Fig. 1: run 1, gate families picked out
Drawn at 2 px/um.
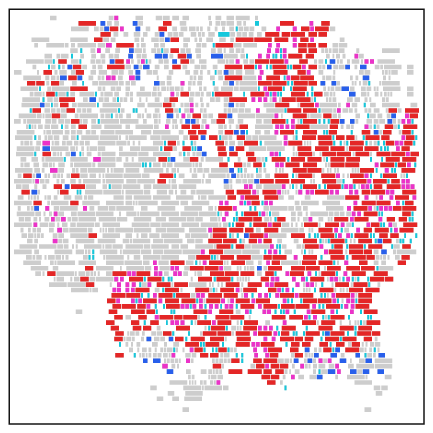
Fig. 2: run 1, metal layers overlaid
Drawn at 2 px/um. Two of the layers only.
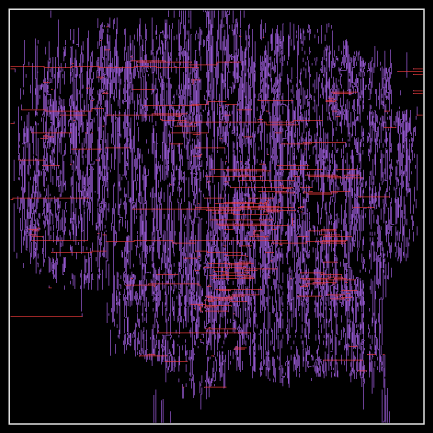
Fig. 3: run 1, zoomed window
Region (88, 88) to (118, 118) um. Cells in gray, sequential cells in the stronger gray; small squares are vias.
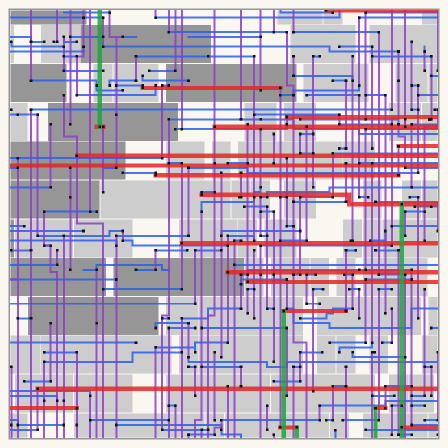
Fig. 4: run 1, cell placement
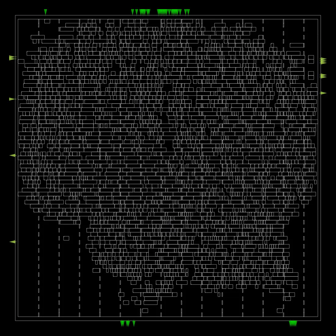
**src/rtl/hdr_pkg.sv**
```systemverilog
// rtl/hdr_pkg.sv - shared constants, FSM encodings and helpers for the HDR tone-mapper
package hdr_pkg;

    localparam int LE_W        = 8;
    localparam int FP          = 4;
    localparam int SCALE_W     = 16;
    localparam int SCALE_FRAC  = 8;
    localparam int MIN_SPAN    = 1;
    localparam int DIV_NUM     = 65280;
    localparam int RESET_SCALE = 256;

    localparam int R_W = 5;
    localparam int G_W = 6;
    localparam int B_W = 5;

    localparam logic [1:0] ST_IDLE = 2'd0;
    localparam logic [1:0] ST_DIV  = 2'd1;
    localparam logic [1:0] ST_LOAD = 2'd2;

    function automatic logic [LE_W-1:0] min3(input logic [LE_W-1:0] a,
                                             input logic [LE_W-1:0] b,
                                             input logic [LE_W-1:0] c);
        logic [LE_W-1:0] m;
        m = (a < b) ? a : b;
        return (c < m) ? c : m;
    endfunction

    function automatic logic [LE_W-1:0] max3(input logic [LE_W-1:0] a,
                                             input logic [LE_W-1:0] b,
                                             input logic [LE_W-1:0] c);
        logic [LE_W-1:0] m;
        m = (a > b) ? a : b;
        return (c > m) ? c : m;
    endfunction

endpackage

```
**src/rtl/seq_div.sv**
```systemverilog
// rtl/seq_div.sv - restoring divider, one quotient bit per cycle, start wins over abort
module seq_div #(
    parameter int W = 16
) (
    input  logic         clk,
    input  logic         rst_n,
    input  logic         start,
    input  logic         abort,
    input  logic [W-1:0] dividend,
    input  logic [W-1:0] divisor,
    output logic [W-1:0] quotient,
    output logic         done
);
    import hdr_pkg::*;

    localparam int CW = $clog2(W);

    logic [W-1:0]  rem_q, rem_d;
    logic [W-1:0]  quo_q, quo_d;
    logic [W-1:0]  div_q, div_d;
    logic [CW-1:0] cnt_q, cnt_d;
    logic          busy_q, busy_d;
    logic          done_q, done_d;

    logic [W:0]    rem_sh;
    logic [W:0]    rem_sub;
    logic          take;

    always_comb begin
        // Remainder never exceeds the divisor, so one extra bit covers the shift.
        rem_sh  = {rem_q, quo_q[W-1]};
        rem_sub = rem_sh - {1'b0, div_q};
        take    = (rem_sh >= {1'b0, div_q});

        rem_d  = rem_q;
        quo_d  = quo_q;
        div_d  = div_q;
        cnt_d  = cnt_q;
        busy_d = busy_q;
        done_d = 1'b0;

        if (start) begin
            rem_d  = '0;
            quo_d  = dividend;
            div_d  = divisor;
            cnt_d  = '0;
            busy_d = 1'b1;
        end else if (abort) begin
            busy_d = 1'b0;
        end else if (busy_q) begin
            rem_d = W'(take ? rem_sub : rem_sh);
            quo_d = {quo_q[W-2:0], take};
            cnt_d = cnt_q + 1'b1;
            if (cnt_q == CW'(W-1)) begin
                busy_d = 1'b0;
                done_d = 1'b1;
            end
        end
    end

    always_ff @(posedge clk or negedge rst_n) begin
        if (!rst_n) begin
            rem_q  <= '0;
            quo_q  <= '0;
            div_q  <= '0;
            cnt_q  <= '0;
            busy_q <= 1'b0;
            done_q <= 1'b0;
        end else begin
            rem_q  <= rem_d;
            quo_q  <= quo_d;
            div_q  <= div_d;
            cnt_q  <= cnt_d;
            busy_q <= busy_d;
            done_q <= done_d;
        end
    end

    assign quotient = quo_q;
    assign done     = done_q;

endmodule

```
**src/rtl/hdr_tonemap.sv**
```systemverilog
// rtl/hdr_tonemap.sv - log-radiance to RGB565 linear normalisation over the previous frame's range
module hdr_tonemap #(
    parameter int LE_W     = hdr_pkg::LE_W,
    parameter int SCALE_W  = hdr_pkg::SCALE_W,
    parameter int MIN_SPAN = hdr_pkg::MIN_SPAN
) (
    input  logic                    clk,
    input  logic                    rst_n,
    input  logic                    le_valid,
    input  logic [LE_W-1:0]         lE_red,
    input  logic [LE_W-1:0]         lE_green,
    input  logic [LE_W-1:0]         lE_blue,
    input  logic                    frame_end,
    output logic [hdr_pkg::R_W-1:0] red_out,
    output logic [hdr_pkg::G_W-1:0] green_out,
    output logic [hdr_pkg::B_W-1:0] blue_out,
    output logic                    pix_valid,
    output logic                    scale_busy
);
    import hdr_pkg::*;

    localparam int PW = LE_W + SCALE_W;
    localparam int HW = PW - SCALE_FRAC;

    // Returns the saturated LE_W-bit normalised value of d * scale.
    function automatic logic [LE_W-1:0] tone(input logic [LE_W-1:0]    d,
                                             input logic [SCALE_W-1:0] s);
        logic [PW-1:0] p;
        logic [HW-1:0] hi;
        p  = PW'(d) * PW'(s);
        hi = HW'(p >> SCALE_FRAC);
        return (|hi[HW-1:LE_W]) ? {LE_W{1'b1}} : hi[LE_W-1:0];
    endfunction

    logic [1:0]         state_q, state_d;
    logic [3:0]         cnt_q, cnt_d;
    logic [LE_W-1:0]    run_min_q, run_min_d;
    logic [LE_W-1:0]    run_max_q, run_max_d;
    logic [LE_W-1:0]    lat_min_q, lat_min_d;
    logic [LE_W-1:0]    act_min_q, act_min_d;
    logic [SCALE_W-1:0] act_scale_q, act_scale_d;

    logic [LE_W-1:0]    pix_min, pix_max, eff_min, eff_max, raw_span, span;
    logic               empty, fe_go, load;
    logic [SCALE_W-1:0] div_quo;
    logic               div_done;

    always_comb begin
        pix_min  = min3(lE_red, lE_green, lE_blue);
        pix_max  = max3(lE_red, lE_green, lE_blue);
        eff_min  = (le_valid && pix_min < run_min_q) ? pix_min : run_min_q;
        eff_max  = (le_valid && pix_max > run_max_q) ? pix_max : run_max_q;
        empty    = (eff_max < eff_min);
        raw_span = eff_max - eff_min;
        span     = (raw_span < LE_W'(MIN_SPAN)) ? LE_W'(MIN_SPAN) : raw_span;
        fe_go    = frame_end && !empty;

        run_min_d = frame_end ? {LE_W{1'b1}} : eff_min;
        run_max_d = frame_end ? '0 : eff_max;
        lat_min_d = fe_go ? eff_min : lat_min_q;
    end

    always_comb begin
        state_d = state_q;
        cnt_d   = cnt_q;
        load    = 1'b0;
        case (state_q)
            ST_DIV: begin
                cnt_d = cnt_q + 1'b1;
                if (cnt_q == 4'd15) state_d = ST_LOAD;
            end
            ST_LOAD: begin
                state_d = ST_IDLE;
                load    = div_done;
            end
            default: state_d = ST_IDLE;
        endcase
        // A new non-empty frame boundary discards any division in flight, including a pending LOAD.
        if (fe_go) begin
            state_d = ST_DIV;
            cnt_d   = '0;
            load    = 1'b0;
        end
        act_min_d   = load ? lat_min_q : act_min_q;
        act_scale_d = load ? div_quo : act_scale_q;
    end

    seq_div #(.W(SCALE_W)) u_div (
        .clk      (clk),
        .rst_n    (rst_n),
        .start    (fe_go),
        .abort    (fe_go && state_q != ST_IDLE),
        .dividend (SCALE_W'(DIV_NUM)),
        .divisor  (SCALE_W'(span)),
        .quotient (div_quo),
        .done     (div_done)
    );

    always_ff @(posedge clk or negedge rst_n) begin
        if (!rst_n) begin
            state_q     <= ST_IDLE;
            cnt_q       <= '0;
            run_min_q   <= {LE_W{1'b1}};
            run_max_q   <= '0;
            lat_min_q   <= '0;
            act_min_q   <= '0;
            act_scale_q <= SCALE_W'(RESET_SCALE);
        end else begin
            state_q     <= state_d;
            cnt_q       <= cnt_d;
            run_min_q   <= run_min_d;
            run_max_q   <= run_max_d;
            lat_min_q   <= lat_min_d;
            act_min_q   <= act_min_d;
            act_scale_q <= act_scale_d;
        end
    end

    logic [LE_W-1:0]    s1_r_q, s1_g_q, s1_b_q;
    logic [SCALE_W-1:0] s1_scale_q;
    logic               s1_valid_q;
    logic [R_W-1:0]     red_q;
    logic [G_W-1:0]     green_q;
    logic [B_W-1:0]     blue_q;
    logic               pix_valid_q;

    // Offset and scale are sampled together so a pixel never straddles a LOAD.
    always_ff @(posedge clk or negedge rst_n) begin
        if (!rst_n) begin
            s1_r_q      <= '0;
            s1_g_q      <= '0;
            s1_b_q      <= '0;
            s1_scale_q  <= '0;
            s1_valid_q  <= 1'b0;
            red_q       <= '0;
            green_q     <= '0;
            blue_q      <= '0;
            pix_valid_q <= 1'b0;
        end else begin
            s1_valid_q  <= le_valid;
            pix_valid_q <= s1_valid_q;
            if (le_valid) begin
                s1_r_q     <= (lE_red   >= act_min_q) ? lE_red   - act_min_q : '0;
                s1_g_q     <= (lE_green >= act_min_q) ? lE_green - act_min_q : '0;
                s1_b_q     <= (lE_blue  >= act_min_q) ? lE_blue  - act_min_q : '0;
                s1_scale_q <= act_scale_q;
            end
            if (s1_valid_q) begin
                red_q   <= R_W'(tone(s1_r_q, s1_scale_q) >> (LE_W - R_W));
                green_q <= G_W'(tone(s1_g_q, s1_scale_q) >> (LE_W - G_W));
                blue_q  <= B_W'(tone(s1_b_q, s1_scale_q) >> (LE_W - B_W));
            end
        end
    end

    assign red_out    = red_q;
    assign green_out  = green_q;
    assign blue_out   = blue_q;
    assign pix_valid  = pix_valid_q;
    assign scale_busy = (state_q == ST_DIV) || (state_q == ST_LOAD);

endmodule

```
**config.mk**
```make
export PLATFORM = sky130hd
export DESIGN_NAME = hdr_tonemap
export DESIGN_NICKNAME = d
export VERILOG_FILES = /design/src/rtl/hdr_pkg.sv /design/src/rtl/seq_div.sv /design/src/rtl/hdr_tonemap.sv
export SDC_FILE = /design/constraint.sdc
export NUM_CORES = 1
export LEC_CHECK = 0
export ABC_CLOCK_PERIOD_IN_PS = 6100
export CORE_MARGIN = 1.5
export CORE_UTILIZATION = 50
export CTS_BUF_LIST = sky130_fd_sc_hd__clkbuf_16
export CTS_CLUSTER_SIZE = 14
export DETAILED_ROUTE_END_ITERATION = 6
export MAX_ROUTING_LAYER = met4
export PLACE_DENSITY = 0.77
export SYNTH_ARGS = -nofsm -noshare
export SYNTH_HDL_FRONTEND = slang
export SYNTH_SLANG_ARGS = --single-unit
export TNS_END_PERCENT = 50
```
**constraint.sdc**
```tcl
create_clock -name clk -period 6.1 [get_ports clk]
set_clock_uncertainty 0.05 [all_clocks]
set_input_delay 0.61 -clock clk [delete_from_list [all_inputs] [get_ports clk]]
set_output_delay 0.61 -clock clk [all_outputs]
set_load 0.01 [all_outputs]
```
==> flow_summary_export.csv, run 1 <==
group,metric,value,unit
final_timing,slew-limit-headroom,13.7,%
worst_setup_path,r2r_cells,14,
placement,hpwlAfterDp,39.8,mm
hold_path,hold_class,"in2async",
clocking,post-cts-setup-buffers,20,
final_timing,setup_viol,84,
cells_and_area,utilization,59.8,%
clocking,clkLatencyLatePin,460,ps
global_routing,grt_overflow_total,0,
worst_setup_path,cp_top_family,"AND-OR/OR-AND gates",
global_routing,grt_pass1_wl,88.4,mm
yosys,ys_area,20700,um2
final_timing,max_freq,147,MHz
worst_setup_path,crit_path_end,"act_scale_q[7]",
clocking,h-tree-depth,4,
detailed_routing,vias,16800,
worst_setup_path,cp.depth,36,
detailed_routing,drt_iter0_markers,1118,
global_routing,antenna_found_initial,1,
yosys,ys_seq_share,19.1,%
worst_setup_path,critPathArrivalTime,7120,ps
placement,gp_congestion,0.946,
yosys,syn_area_per_cell,9.15,um2
yosys,ys.flops,158,
worst_setup_path,crit_start,"lE_green[3]",
clocking,cts.sinks,158,
power,p_total,5.09,mW
die,die_x,207,um
detailed_routing,ant_nets,0,
flow_run,maxCapViolCount,0,
global_routing,grt_pass1_vias,18000,
flow_run,log.warning_count,32,
status,violations,"negative setup slack",
placement,pre_cts_ws,-1730,ps
cells_and_area,mostFrequentLayoutCells,"inv_1, fa_1, and2_1",
power,total_leakage_power,11.6,nW
final_timing,period_needed,6820,ps
cells_and_area,mi_logic_area,15800,um2
clocking,max-clock-path-buffers,2,
worst_setup_path,worstPathMaxFanout,6,
placement,io_buffers,45,
yosys,synthCells,2265,
yosys,ys.warnings.count,0,
worst_setup_path,r2r_start,"s1_scale_q[8]",
clocking,numCtsBuffers,17,
detailed_routing,routed_wl,53.3,mm
clocking,postCtsResizedCells,95,
power,power-per-cell-area,208,nW/um2
yosys,synth-edff-count,0,
detailed_routing,dr.pass1.iters,5,
placement,dpl_cell_area,23100,um2
final_timing,setup_slack,-723,ps
yosys,synth.distinct_cells,72,
yosys,top_area_cell,"fa_1",
worst_setup_path,rrSetupSlack,350,ps
yosys,yosysCellCount,2265,
yosys,synthFlopType,"dfrtp_1",
cells_and_area,regArea,3970,um2
final_timing,fin_hold_ws,161,ps
final_timing,fin_tns_setup,-43720,ps
worst_setup_path,critical-path-max-stage-delay,480,ps
power,ir_worst_vdd,0.399,mV
worst_setup_path,slowest_stage,"a2111o_1",
detailed_routing,viasPerCell,5.63,
final_timing,rsz0062_at_grt,"yes",
yosys,synth-async-reset-ratio,100,%
yosys,area_leaders,"fa_1, dfrtp_1, ha_1",
detailed_routing,drc,0,
die,io_pins,46,
yosys,synth_top_area_share,24.5,%
worst_setup_path,required,6390,ps
worst_setup_path,crit_top_cell,"a21o_1",
clocking,hold_buffers,0,
cells_and_area,finalNetCount,2935,
worst_setup_path,rr_endpoint,"red_out[2]",
final_timing,period_used_share,112,%
die,die-area,42700,um2
die,die_y,207,um
status,run_status,"finished, violations left",
cells_and_area,num_antenna_cells,0,
worst_setup_path,worst_setup_path_start_kind,"primary input",
placement,dp.cells,2931,
Back to the opening pictures, Fig. 1:
- magenta: and/or cells (cells 280)
- red: fa/ha/maj cells (cells 460; where all over the die)
- blue: non-inverting ao/oa cells (cells 87; where all over the die)
- cyan: inv cells (cells 313)
Commonest Layout Cell: inv_1
Final Non-Filler Cells: 2992
Comb area share: 64.6%

Back to the opening pictures, Fig. 2:
- purple: metal 2 (wire length 26.8 mm)
- red: metal 3 (wire length 2600 um)
Tot GR Track Use: 26.8%
wire per inst: 17.8 um

Back to the opening pictures, Fig. 3:
- green: metal 4
- red: metal 3
- blue: metal 1
- purple: metal 2
- sequential cells in the window: 8
- cells with their middle in the window: 63
- most frequent: inv_1 (12), fa_1 (9)
- netlist names of flops here include: s1_scale_q (5), s1_b_q (3)

Back to the opening pictures, Fig. 4:
seq_cells: 158
Core Rows: 74
Tapcell Cnt: 532
Core ar.: 40800 um2

[run 1: power breakdown]
part | internal [mW] | leakage, nW | total (mW) | switching, mW
registers | 1.31 | 1.99 | 1.63 | 0.319
logic | 1.20 | 9.30 | 2.36 | 1.16
clock network | 0.550 | 0.286 | 1.10 | 0.547
total | 3.06 | 11.6 | 5.09 | 2.03
[run 1: flip-flops by register name, summed over array words and instances (netlist names), 2 cells and up]
register and flops:
act_min_q 8, act_scale_q 16, blue_out 5, cnt_q 4
green_out 6, lat_min_q 8, red_out 5, run_max_q 8
run_min_q 8, s1_b_q 8, s1_g_q 8, s1_r_q 8
s1_scale_q 16, state_q 2, u_div.cnt_q 4, u_div.div_q 8
u_div.quotient 16, u_div.rem_q 16
[run 1: cells by family after synthesis]
family | share of synthesized area [%]
DFF | 19.1
xor gates and xnor gates | 2.28
adders and majority gates | 37.0
buffers and inverters | 7.51
AOI/OAI and AO/OA | 12.7
muxes | 3.78
and+or+nand+nor | 17.7
[run 1: cell usage after synthesis (all sizes together) (46+ instances only)]
cell type and count:
a21o 46, a21oi 107, and2 253, clkbuf 97
dfrtp 149, fa 254, ha 206, inv 313
mux2 51, nand2 211, nor2 84, o21ai 92
[run 1: metal layers]
metal | global-route usage, % | wire, um | up-vias | part of all wire, %
met5 | - | 0 | - | 0
met4 | 8.88 | 1430 | 0 | 2.7
met3 | 4.16 | 2600 | 112 | 4.9
met2 | 45.4 | 26800 | 445 | 50
met1 | 32.7 | 22500 | 8467 | 42
li1 | - | - | 7823 | -
[run 1: final cells by class]
class	instances	area share (%)
Timing Repair Buffer	264	9.16
Sequential cell	158	16.2
Clock buffer	17	1.74
Tap cell	532	2.72
Inverter	313	4.87
Clock inverter	15	0.676
Multi-Input combinational cell	1693	64.6
==> inputs of run 2 (changes only) <==
ABC_CLOCK_PERIOD_IN_PS = not set   (was 6100)
TNS_END_PERCENT = 30   (was 50)
Fig. 5: run 2, signal metal coverage by tile
Drawn at 1.5 px/um. 21 x 21 tiles, from dark purple (low) to yellow (high), scaled to the fullest tile. Values are wire area over tile area, all layers added.
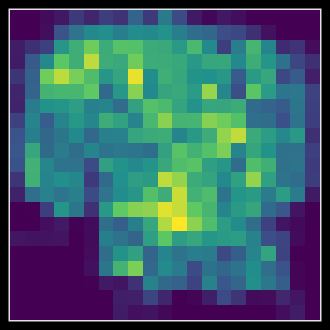
- densest ninth of the die: middle
- emptiest ninth of the die: bottom left
- fullest tile: 0.55
- tiles over half the peak: 34%
- mean over tiles: 0.20
drt total wl: 52.9 mm
wire per inst: 17.7 um
Tot GR Track Use: 26.6%
DR vias: 16900

==> flow_summary_export.csv, run 2 <==
group,metric,value,unit
clocking,cts.sinks,158,
yosys,synth_top_area_share,24.5,%
status,run_status,"finished, violations left",
detailed_routing,dr.pass1.iters,6,
power,power.switching,2.01,mW
die,io_pins,46,
flow_run,log.warning_count,32,
cells_and_area,mostFrequentLayoutCells,"inv_1, fa_1, and2_1",
power,p_total,5.03,mW
detailed_routing,drt_iter0_markers,1213,
detailed_routing,met1_length,22.3,mm
placement,dp.cells,2928,
yosys,synthCells,2265,
detailed_routing,ant_nets,0,
power,comb_power_share,45.9,%
placement,gp_congestion,0.934,
yosys,synth-async-reset-ratio,100,%
clocking,clkLatencyLatePin,460,ps
yosys,ys_sh_mux,3.78,%
final_timing,period_needed,6800,ps
final_timing,setup_viol,84,
flow_run,maxCapViolCount,0,
die,die_y,207,um
final_timing,setup_slack,-701,ps
final_timing,period_used_share,111,%
yosys,ys_seq_share,19.1,%
die,coreArea,40800,um2
global_routing,antenna_found_initial,0,
global_routing,grt_overflow_total,0,
worst_setup_path,worst_setup_path_start_kind,"primary input",
yosys,ys_area,20700,um2
placement,pre_cts_ws,-1600,ps
yosys,synthFlopType,"dfrtp_1",
detailed_routing,drc,0,
status,violations,"negative setup slack",
worst_setup_path,critical-path-max-stage-delay,410,ps
power,total_leakage_power,11.6,nW
cells_and_area,num_antenna_cells,0,
Fig. 6: run 2, zoomed window
Region (88, 88) to (118, 118) um. Cells in gray, sequential cells in the stronger gray; small squares are vias.
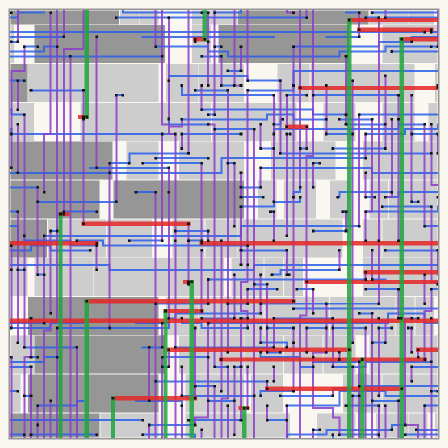

==> run 2: path summary, 6_finish.rpt <==
path                                from             end  depth (start not counted)
setup reg to reg           s1_scale_q[5]      red_out[2]                         15
setup / recovery             lE_green[3]  act_scale_q[5]                         38
hold reg to reg               s1_valid_q       pix_valid                          0
min in group clk              s1_valid_q       pix_valid                          0
hold / removal                     rst_n    run_max_q[7]                          1
max in group asynchronous          rst_n    green_out[1]                          2
==> run 2: what timing repair did <==
action	4_1_cts	5_1_grt
setup endpoints to repair	84	84
buffers inserted	21	14
pin swaps	36	45
hold buffers	0	0
endpoints found under the hold margin	0	0
gates resized	96	74
gates cloned	3	0
==> run 2: metal layers <==
layer  vias to the layer above  global-route usage [%]
met2                       523                    44.0
met1                      8410                    33.2
met4                         0                    9.89
met3                       129                    3.92
met5                         -                       -
li1                       7829                       -
==> run 2: cell type report <==
| class | instances | share of cell area [%] |
|---|---|---|
| flip-flops and latches | 158 | 16.1 |
| inverters | 313 | 4.83 |
| well taps | 532 | 2.70 |
| repair buffers | 268 | 9.18 |
| multi-input cells | 1693 | 64.7 |
| clock inverters | 15 | 0.762 |
| clock buffers | 17 | 1.73 |
==> run 2: power by group through the flow <==
stage                     clock network, mW  registers [mW]  logic (mW)
after detailed placement                  0            1.61        2.06
after CTS                              1.14            1.59        2.17
after global placement                    0            1.60        1.99
final                                  1.13            1.60        2.31
after floorplan                           0            1.46        1.37
after global routing                   1.19            1.63        2.56
==> run 2: stage by stage <==
step	setup TNS (ps)	utilization (%)	hold slack, ps	instance area (um2)
final	-38600	60.3	166	24600
after global routing	-65190	60.3	233	24600
after CTS	-38830	59.3	207	24200
after detailed placement	-116530	56.7	327	23100
after global placement	-103260	56.7	322	23100
after floorplan	-68770	-	264	21000
Power figures rest on the tool's default switching activity, not on a simulated workload.
